==> run_1/layer_met3.png <==
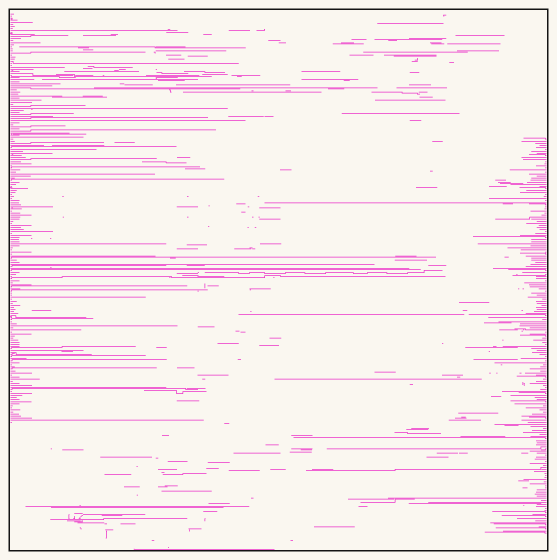
==> run_1/wires.png <==
Bar = 100 microns. Only two layers are drawn.
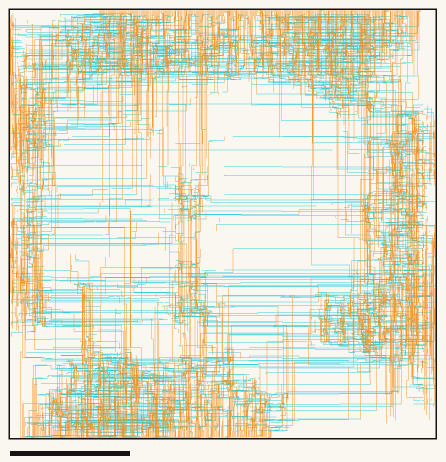
==> run_1/layer_met2.png <==
Bar = 100 microns.
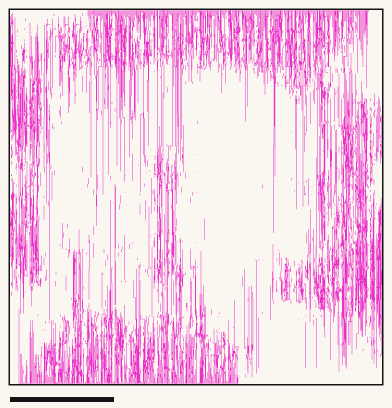
$ cat src/rtl/aes_round_ctrl.sv
// aes_round_ctrl: sequences one AES-128 encrypt block through external round stages
//
// Owns the 128-bit state register and broadcasts it on state_bus. It strobes one
// stage at a time (issue cycle), waits for that stage's valid_out (wait phase) and
// captures the stage result into the state register. A stage that stays silent for
// TIMEOUT wait cycles sends the sequencer to ERR.
//
// Ports:
//   clk, rst             clock, asynchronous active-low reset
//   start, abort         block start (IDLE/ERR only), synchronous return to IDLE
//   data_in              plaintext, latched on an accepted start
//   state_bus            state register, shared data input of every stage
//   *_valid_in           one-cycle issue strobes to subByte/shiftRow/mixColumns/addRoundKey
//   *_valid_out/*_data_out  stage result handshake and data
//   rk_idx               round-key index for the addRoundKey stage
//   busy, done, err      block in flight, one-cycle completion pulse, stage timeout
//   data_out             ciphertext (same as the state register)
module aes_round_ctrl #(
    parameter int DATA_WIDTH = 128,
    parameter int NUM_ROUNDS = 10,
    parameter int TIMEOUT    = 16
) (
    input  logic                  clk,
    input  logic                  rst,
    input  logic                  start,
    input  logic                  abort,
    input  logic [DATA_WIDTH-1:0] data_in,
    output logic [DATA_WIDTH-1:0] state_bus,
    output logic                  sb_valid_in,
    output logic                  sr_valid_in,
    output logic                  mc_valid_in,
    output logic                  ark_valid_in,
    input  logic                  sb_valid_out,
    input  logic                  sr_valid_out,
    input  logic                  mc_valid_out,
    input  logic                  ark_valid_out,
    input  logic [DATA_WIDTH-1:0] sb_data_out,
    input  logic [DATA_WIDTH-1:0] sr_data_out,
    input  logic [DATA_WIDTH-1:0] mc_data_out,
    input  logic [DATA_WIDTH-1:0] ark_data_out,
    output logic [3:0]            rk_idx,
    output logic                  busy,
    output logic                  done,
    output logic [DATA_WIDTH-1:0] data_out,
    output logic                  err
);
    localparam logic [2:0] S_IDLE  = 3'd0;
    localparam logic [2:0] S_ARK0  = 3'd1;
    localparam logic [2:0] S_SUB   = 3'd2;
    localparam logic [2:0] S_SHIFT = 3'd3;
    localparam logic [2:0] S_MIX   = 3'd4;
    localparam logic [2:0] S_ARK   = 3'd5;
    localparam logic [2:0] S_FIN   = 3'd6;
    localparam logic [2:0] S_ERR   = 3'd7;

    localparam logic [3:0] LAST_RND = 4'(NUM_ROUNDS);
    localparam logic [7:0] WAIT_MAX = 8'(TIMEOUT);

    logic [2:0]            fsm_q, fsm_d;
    logic                  wph_q, wph_d;
    logic [DATA_WIDTH-1:0] st_q, st_d;
    logic [3:0]            round_q, round_d;
    logic [7:0]            wcnt_q, wcnt_d;

    logic                  stage_act, is_ark, more_rnds, rsp_vld;
    logic [DATA_WIDTH-1:0] rsp_data;
    logic [2:0]            fsm_nxt;
    logic [3:0]            rnd_nxt;
    logic [7:0]            wcnt_inc;

    assign is_ark    = (fsm_q == S_ARK0) || (fsm_q == S_ARK);
    assign stage_act = is_ark || (fsm_q == S_SUB) || (fsm_q == S_SHIFT) || (fsm_q == S_MIX);
    assign more_rnds = round_q < LAST_RND;
    assign wcnt_inc  = wcnt_q + 8'd1;

    // Only the stage owned by the current state may complete it.
    assign rsp_vld  = (fsm_q == S_SUB)   ? sb_valid_out :
                      (fsm_q == S_SHIFT) ? sr_valid_out :
                      (fsm_q == S_MIX)   ? mc_valid_out :
                      is_ark             ? ark_valid_out : 1'b0;
    assign rsp_data = (fsm_q == S_SUB)   ? sb_data_out :
                      (fsm_q == S_SHIFT) ? sr_data_out :
                      (fsm_q == S_MIX)   ? mc_data_out : ark_data_out;

    // The final round skips mixColumns; the last addRoundKey finishes the block.
    assign fsm_nxt = (fsm_q == S_ARK0)  ? S_SUB :
                     (fsm_q == S_SUB)   ? S_SHIFT :
                     (fsm_q == S_SHIFT) ? (more_rnds ? S_MIX : S_ARK) :
                     (fsm_q == S_MIX)   ? S_ARK :
                     (more_rnds ? S_SUB : S_FIN);
    assign rnd_nxt = ((fsm_q == S_ARK0) || ((fsm_q == S_ARK) && more_rnds)) ? round_q + 4'd1 : round_q;

    always_comb begin
        fsm_d   = fsm_q;
        wph_d   = wph_q;
        st_d    = st_q;
        round_d = round_q;
        wcnt_d  = wcnt_q;
        if (abort) begin
            fsm_d = S_IDLE;
            wph_d = 1'b0;
        end else if ((fsm_q == S_IDLE) || (fsm_q == S_ERR)) begin
            if (start) begin
                fsm_d   = S_ARK0;
                wph_d   = 1'b0;
                st_d    = data_in;
                round_d = 4'd0;
                wcnt_d  = 8'd0;
            end
        end else if (fsm_q == S_FIN) begin
            fsm_d = S_IDLE;
        end else if (!wph_q) begin
            // Issue cycle: a valid_out seen here is ignored.
            wph_d  = 1'b1;
            wcnt_d = 8'd0;
        end else if (rsp_vld) begin
            fsm_d   = fsm_nxt;
            wph_d   = 1'b0;
            st_d    = rsp_data;
            round_d = rnd_nxt;
        end else begin
            wcnt_d = wcnt_inc;
            if (wcnt_inc == WAIT_MAX) begin
                fsm_d = S_ERR;
                wph_d = 1'b0;
            end
        end
    end

    always_ff @(posedge clk or negedge rst) begin
        if (!rst) begin
            fsm_q   <= S_IDLE;
            wph_q   <= 1'b0;
            st_q    <= '0;
            round_q <= 4'd0;
            wcnt_q  <= 8'd0;
        end else begin
            fsm_q   <= fsm_d;
            wph_q   <= wph_d;
            st_q    <= st_d;
            round_q <= round_d;
            wcnt_q  <= wcnt_d;
        end
    end

    assign state_bus    = st_q;
    assign data_out     = st_q;
    assign rk_idx       = round_q;
    assign sb_valid_in  = (fsm_q == S_SUB) && !wph_q;
    assign sr_valid_in  = (fsm_q == S_SHIFT) && !wph_q;
    assign mc_valid_in  = (fsm_q == S_MIX) && !wph_q;
    assign ark_valid_in = is_ark && !wph_q;
    assign busy         = stage_act;
    assign done         = fsm_q == S_FIN;
    assign err          = fsm_q == S_ERR;
endmodule

$ cat config.mk
export PLATFORM = sky130hd
export DESIGN_NAME = aes_round_ctrl
export DESIGN_NICKNAME = d
export VERILOG_FILES = /design/src/rtl/aes_round_ctrl.sv
export SDC_FILE = /design/constraint.sdc
export NUM_CORES = 1
export LEC_CHECK = 0
export ABC_CLOCK_PERIOD_IN_PS = 4400
export CAP_MARGIN = 20
export CORE_AREA = 4 4 352 354
export CTS_BUF_LIST = sky130_fd_sc_hd__clkbuf_4 sky130_fd_sc_hd__clkbuf_8
export CTS_CLUSTER_SIZE = 25
export DETAILED_ROUTE_END_ITERATION = 10
export DIE_AREA = 0 0 356 358
export GPL_TIMING_DRIVEN = 0
export PLACE_DENSITY = 0.45
export SYNTH_ARGS = -nofsm -noshare
export SYNTH_HDL_FRONTEND = slang
export SYNTH_SLANG_ARGS = --single-unit
export TNS_END_PERCENT = 50
$ cat constraint.sdc
create_clock -name clk -period 4.4 [get_ports clk]
set_clock_uncertainty 0.05 [all_clocks]
set_input_delay 0.66 -clock clk [delete_from_list [all_inputs] [get_ports clk]]
set_output_delay 0.66 -clock clk [all_outputs]
set_load 0.03 [all_outputs]
==> results.json, run 1 <==
{
  "synth_cells": 1577,
  "cts_buffers": 17,
  "status": "completed",
  "compound_area_share_pct": 30.3,
  "grt_first_pass_wirelength_mm": 162,
  "critical-path-slowest-cell": "clkdlybuf4s50_1",
  "detailroute.wirelength.met2_mm": 56.9,
  "ctsHtreeMaxLevel": 4,
  "floorplan.nets": 2227,
  "hold_path_depth": 1,
  "reg2reg_from": "fsm_q[1]",
  "worst_ep_arrival_time_ns": 3.31,
  "timing_worst_setup_path_type": "reg2out",
  "design.final.nets": 3165,
  "area.combinational_sq_um": 7490,
  "detail_route.first_pass.iterations": 6,
  "reg2reg_to": "data_out[43]",
  "finalHoldViolations": 0,
  "timing_worst_slew_pin_value_ns": 1.21,
  "lay_top_count": "clkdlybuf4s50_1",
  "die_width_microns": 356,
  "clk_pin_slew_ns": 0.10,
  "crit_end": "ark_valid_in",
  "yosys.area.top_type": "dfrtp_1",
  "areaGrowthSynthToFinish_pct": 92.7,
  "lay_top_cells": "clkdlybuf4s50_1 (913), nand2_1 (146), dfrtp_1 (144)",
  "grt_remaining_overflow": 0,
  "ys_sh_simple_pct": 16.3,
  "pwr.group.sequential_mw": 2.91,
  "cp-end-kind": "primary output",
  "fraction_of_power_consumed_by_sequential_logic_pct": 14.2,
  "ff2ff_setup_slack_ns": 0.41,
  "yosysWarningCount": 0,
  "dr.max_layer_used": "met5",
  "startpoint": "fsm_q[0]"
}
-- layer_met3.png (at the start) --
The layer carries 13800 microns of wire. 530 nets have wire on it. The longest straight run is 281 microns.
Post-Route WL: 128 mm
DR vias: 16.9k
met3 layer usage reported by global route: 8.17%

-- wires.png (at the start) --
metal 1: drawn in cyan, wire length 54.8 mm. metal 2: drawn in orange, wire length 56.9 mm.
global routing usage summed across all routing layers: 19.2%
Routed WL per cell: 30.7 microns

-- layer_met2.png (at the start) --
The layer carries 56.9 mm of wire. The layer holds 44% of the routed length. The wires run mostly vertical. The longest straight run is 161 microns. 2718 nets have wire on it.
GR Util met2: 29.5%

==> run 1: logic make-up (layout without fill, tap and decap cells) <==
family,count (synthesis),in the layout
adder cells (fa/ha/maj),2,2
AND/OR/NAND/NOR,448,448
XOR/XNOR,2,2
flip-flops,144,144
other,0,27
AND-OR/OR-AND,562,562
buffers and inverters,285,1235
multiplexers,134,134
==> run 1: cells in the mapped netlist (10+ instances only) <==
master / number
a21oi_1: 136
clkbuf_1: 123
buf_6: 10
buf_4: 131
nand2_1: 146
nor2b_1: 131
dfrtp_1: 144
mux2_1: 131
a221oi_1: 128
o21ai_0: 12
nor2_1: 140
a31oi_1: 134
a21o_1: 129
==> run 1: what timing repair did <==
action | 4_1_cts | 5_1_grt
resized | 2 | 0
endpoints found under the hold margin | 62 | 0
hold buffers | 1 | 0
setup endpoints to repair | 2 | 1
==> run 1: layout make-up <==
class	count	area share, %
diodes	27	0.275
plain buffers	278	6.63
clock buffers	18	0.984
clock inverters	13	0.754
inverters	6	0.0917
multi-input cells	1148	30.5
flip-flops and latches	144	14.7
well taps	1625	8.28
repair buffers	920	37.8
==> run 1: per-stage QoR <==
| stage | std cells | cell area, sq um | util (%) | setup TNS [ns] | worst slack, ns |
|---|---|---|---|---|---|
| 2_1_floorplan | 1577 | 12700 | - | 0 | 1.63 |
| 3_3_place_gp | 4116 | 23900 | 19.8 | -782.87 | -5.48 |
| 3_5_place_dp | 4121 | 24000 | 19.9 | -0.0118 | -0.0118 |
| 4_1_cts | 4153 | 24500 | 20.2 | 0 | 0.0384 |
| 5_1_grt | 4160 | 24500 | 20.2 | 0 | 0.151 |
| 6_report | 4179 | 24500 | 20.3 | 0 | 0.379 |
==> run 1: state kept, by name, summed over array words and instances (netlist names) <==
register  cells
data_out    128
wcnt_q        8
rk_idx        4
fsm_q         3
wph_q         1
==> run 2, diff against run 1 <==
==> config.mk (replaced) <==
export PLATFORM = sky130hd
export DESIGN_NAME = aes_round_ctrl
export DESIGN_NICKNAME = d
export VERILOG_FILES = /design/src/rtl/aes_round_ctrl.sv
export SDC_FILE = /design/constraint.sdc
export NUM_CORES = 1
export LEC_CHECK = 0
export ABC_CLOCK_PERIOD_IN_PS = 3700
export CAP_MARGIN = 20
export CORE_AREA = 2 2 353 355
export CTS_BUF_LIST = sky130_fd_sc_hd__clkbuf_4 sky130_fd_sc_hd__clkbuf_8
export CTS_CLUSTER_SIZE = 25
export DETAILED_ROUTE_END_ITERATION = 10
export DIE_AREA = 0 0 355 357
export GPL_TIMING_DRIVEN = 0
export PLACE_DENSITY = 0.44
export SYNTH_ARGS = -nofsm -noshare
export SYNTH_HDL_FRONTEND = slang
export SYNTH_SLANG_ARGS = --single-unit
export TNS_END_PERCENT = 50
==> constraint.sdc (replaced) <==
create_clock -name clk -period 3.7 [get_ports clk]
set_clock_uncertainty 0.05 [all_clocks]
set_input_delay 0.555 -clock clk [delete_from_list [all_inputs] [get_ports clk]]
set_output_delay 0.555 -clock clk [all_outputs]
set_load 0.03 [all_outputs]
==> run_2/clocks.png <==
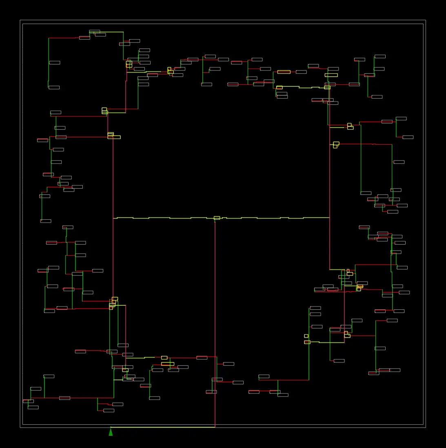
Clock net power: 1.68 mW
number of CTS-inserted buffers: 17
total of clock buffers placed in the layout: 18
Clk Latency, worst-skew pair: 0.59 ns
number of clock sinks seen by CTS: 144

==> results.json, run 2 <==
{
  "place_area_sq_um": 24100,
  "compound_area_share_pct": 30.3,
  "lay_top_count": "clkdlybuf4s50_1",
  "floorplan.nets": 2227,
  "instances_no_fill": 4183,
  "failed_checks": "max-slew violations",
  "grt_first_pass_wirelength_mm": 155,
  "routed_wl_per_cell_microns": 29.0,
  "drt-total-wl_mm": 121,
  "timing_worst_setup_path_type": "reg2out",
  "ff2ff_setup_slack_ns": 0.24,
  "place_worst_setup_slack_ns": -0.451,
  "design.final.nets": 3167,
  "cp-end-kind": "primary output",
  "route.vias.total": 16800,
  "die_width_microns": 355,
  "worst_ep_arrival_time_ns": 2.89,
  "clk_pin_slew_ns": 0.13,
  "critical-path-slowest-cell": "clkdlybuf4s50_1",
  "lay_top_cells": "clkdlybuf4s50_1 (913), nand2_1 (146), dfrtp_1 (144)",
  "timing_max_transition_violations_final": 1,
  "postLayoutCoreUtil_pct": 20.1,
  "timing_worst_slew_pin_value_ns": 1.52,
  "fraction_of_power_consumed_by_sequential_logic_pct": 14.0,
  "reg2reg_to": "data_out[66]",
  "reg2reg_from": "fsm_q[1]",
  "yosys.area.top_type": "dfrtp_1",
  "globalRouteTotalUtil_pct": 18.3,
  "synth_cells": 1577,
  "cts_hold_buffers": 1,
  "ys_sh_simple_pct": 16.3,
  "detail_route.first_pass.iterations": 5,
  "post-route-cell-area_sq_um": 24700,
  "status": "complete, but fails checks",
  "postCtsResizedCells": 10,
  "largest_reg_flops": 128,
  "setup-tns-final_ns": 0,
  "pwr.group.sequential_mw": 3.44
}
==> run_2/wires.png <==
Bar = 100 microns. Only two layers are drawn.
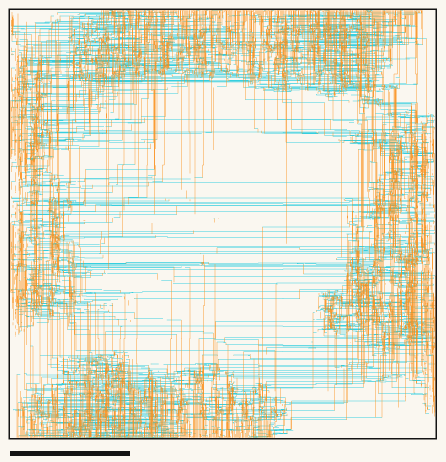
metal 2: drawn in orange, wire length 53.8 mm. metal 1: drawn in cyan, wire length 53.3 mm.

[run 2: cell counts after synthesis]
No cell type changed its count.
[run 2: how the worst max path moves through the flow]
stage | depth (start not counted) | slack [ns] | endpoint | start
after floorplan | 5 | 1.03 | mc_valid_in | fsm_q[1]
after global placement | 1 | -5.68 | data_out[77] | rst
after detailed placement | 8 | -0.45 | data_out[17] | fsm_q[1]
after CTS | 5 | 0.04 | sb_valid_in | fsm_q[1]
final | 5 | 0.21 | mc_valid_in | fsm_q[1]
after global routing | 5 | -0.02 | sb_valid_in | fsm_q[1]
[run 2: worst reg2reg max path: cells and delay by family (launching register included)]
| kind | cells | cell delay (ns) |
|---|---|---|
| buf+inv | 4 | 1.76 |
| simple gates | 2 | 0.45 |
| compound gates | 1 | 0.26 |
| mux | 1 | 0.35 |
| flops | 1 | 0.47 |
[run 2: final cells by class]
type                       instances  area, sq um  area share, %
tap                             1637         2050           8.30
sequential                       144         3600           14.6
clock inverter                    14          203          0.821
timing repair buffer             925         9360           38.0
multi-input combinational       1148         7500           30.4
antenna                           16         40.0          0.162
buffer                           275         1640           6.66
clock buffer                      18          248           1.00
inverter                           6         22.5         0.0913
[run 2: through the flow]
step | total power, mW | hold WS [ns]
after floorplan | 13.7 | 0.209
after global placement | 22.9 | 0.446
after detailed placement | 23.1 | 0.453
after CTS | 24.9 | 0.352
after global routing | 26.1 | 0.413
final | 24.6 | 0.406
[run 2: cells by family after synthesis]
logic type / count (synthesis)
adders and majority gates: 2
xor gates and xnor gates: 2
AOI/OAI and AO/OA: 562
buffers and inverters: 285
DFF: 144
muxes: 134
and+or+nand+nor: 448
[run 2: per-layer routing]
metal  wire (microns)  track usage [%]  part of all wire [%]
met1            53300             24.2                    44
met2            53800             28.1                    44
met3            11200             6.21                   9.2
met4             2760             5.38                   2.3
met5              343                0                  0.28
==> run 3, diff against run 2 <==
--- a/config.mk
+++ b/config.mk
@@ -5,15 +5,16 @@
 export SDC_FILE = /design/constraint.sdc
 export NUM_CORES = 1
 export LEC_CHECK = 0
+export ABC_AREA = 1
 export ABC_CLOCK_PERIOD_IN_PS = 3700
 export CAP_MARGIN = 20
-export CORE_AREA = 2 2 353 355
+export CORE_AREA = 2 2 359 361
 export CTS_BUF_LIST = sky130_fd_sc_hd__clkbuf_4 sky130_fd_sc_hd__clkbuf_8
 export CTS_CLUSTER_SIZE = 25
 export DETAILED_ROUTE_END_ITERATION = 10
-export DIE_AREA = 0 0 355 357
+export DIE_AREA = 0 0 361 363
 export GPL_TIMING_DRIVEN = 0
-export PLACE_DENSITY = 0.44
+export PLACE_DENSITY = 0.43
 export SYNTH_ARGS = -nofsm -noshare
 export SYNTH_HDL_FRONTEND = slang
 export SYNTH_SLANG_ARGS = --single-unit
==> run_3/layer_met3.png <==
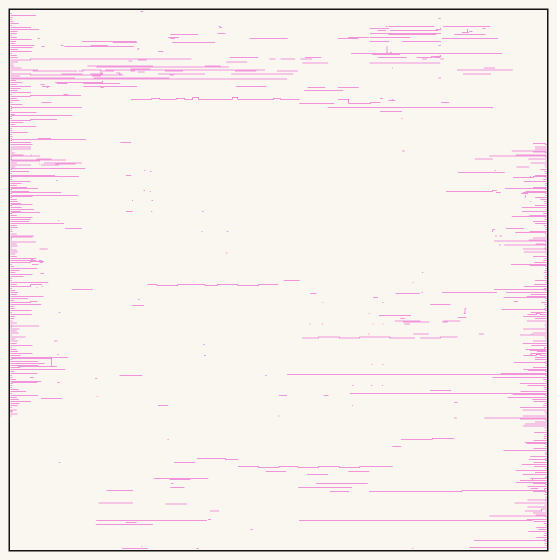
The layer carries 8240 microns of wire. The layer holds 6.8% of the routed length. The longest straight run is 186 microns. 565 nets have wire on it. The wires run mostly horizontal.
DR vias: 17.3k
Post-Route WL: 121 mm

==> results.json, run 3 <==
{
  "status": "completed",
  "floorplan.tapcells": 1662,
  "numClockSinks": 144,
  "routed_wl_per_cell_microns": 26.2,
  "ff2ff_setup_slack_ns": 0.22,
  "flop-count": 144,
  "cts_buffers": 17,
  "postLayoutCoreUtil_pct": 19.1,
  "layout.nonclk_buf_share_pct": 45.1,
  "design.final.nets": 3574,
  "global_route.usage.met1_pct": 23.2,
  "worst_ep_arrival_time_ns": 3.91,
  "critical-path-slowest-cell": "o211ai_1",
  "globalRouteTotalUtil_pct": 17.7,
  "timing_max_transition_violations_final": 0,
  "n_multi_input_combinational_cell": 1474,
  "clkLatencyLatePin_ns": 0.59,
  "num_antenna_cells": 13,
  "timing_worst_slew_pin_value_ns": 1.16,
  "lay_top_cells": "clkdlybuf4s50_1 (911), nand2_1 (826), nand3_1 (333)",
  "comb_share_pct": 28.3,
  "startpoint": "fsm_q[0]",
  "die_width_microns": 361,
  "nNonClkInverters": 93,
  "post-route-cell-area_sq_um": 24300,
  "sequential_cell_area_sq_um": 3600,
  "layout.area.top_class": "buffers",
  "groute.layer.met2.usage_pct": 29.3,
  "clock_cell_area_share_pct": 1.69,
  "fraction_of_power_consumed_by_sequential_logic_pct": 16.4,
  "largest_reg_flops": 128,
  "finalPower_mw": 19.9,
  "place_area_sq_um": 23800
}
==> run_3/wires.png <==
Bar = 100 microns. Only two layers are drawn.
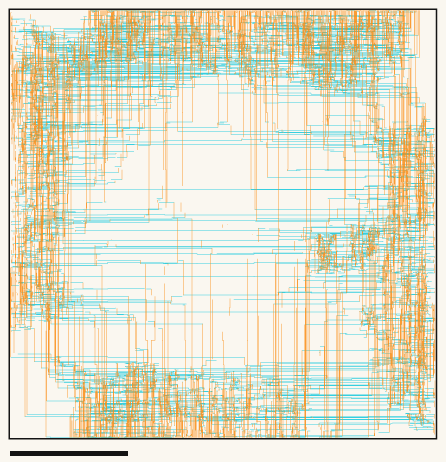
metal 1: drawn in cyan, wire length 53.6 mm. metal 2: drawn in orange, wire length 56.2 mm.

==> run 3: netlist changes by cell type after synthesis, moves of 129 or more <==
cell | before | now
nand2_1 | 146 | 827
nand3_1 | 9 | 334
a31oi_1 | 134 | 1
a21oi_1 | 136 | 5
mux2_1 | 131 | 0
nor2b_1 | 131 | 0
a21o_1 | 129 | 0
==> run 3: power groups by stage <==
stage	clock, mW	combinational [mW]	sequential (mW)
finish	1.51	15.1	3.25
global route	1.65	16.2	3.35
CTS	1.60	15.4	3.28
detailed placement	0	15.3	3.29
global placement	0	15.1	3.31
floorplan	0	6.65	4.12
==> run 3: cell families (layout without fill, tap and decap cells) <==
group                      after synthesis  in the layout  synth area share [%]
DFF                                    144            144                  29.1
xor gates and xnor gates                 3              3                 0.212
other                                    0             13                     0
AOI/OAI and AO/OA                      148            148                  8.60
adders and majority gates                2              2                 0.202
buffers and inverters                  362           1319                  15.6
and+or+nand+nor                       1321           1321                  46.3
==> run 3: what timing repair did <==
item | 4_1_cts | 5_1_grt
hold endpoints to repair | 71 | 0
resized | 18 | 2
buffers inserted | 1 | 0
setup endpoints to repair | 10 | 3
hold buffers | 1 | 0
pin swaps | 3 | 1
==> run 3: through the flow <==
| stage | setup TNS, ns | worst slack (ns) | std cells | hold slack [ns] |
|---|---|---|---|---|
| after global placement | -811.13 | -5.18 | 4556 | 0.445 |
| final | 0 | 0.223 | 4612 | 0.443 |
| after global routing | -0.0362 | -0.0216 | 4601 | 0.418 |
| after detailed placement | -1.24 | -0.598 | 4566 | 0.450 |
| after floorplan | 0 | 1.37 | 1980 | 0.209 |
| after CTS | 0 | 0.0242 | 4599 | 0.399 |
==> run 3: metal layers <==
metal  routed length [microns]  share of wire (%)
met2                     56200                 47
met3                      8240                6.8
met1                     53600                 44
met5                        75              0.062
met4                      2620                2.2
Power is estimated from default activity; no workload was simulated.
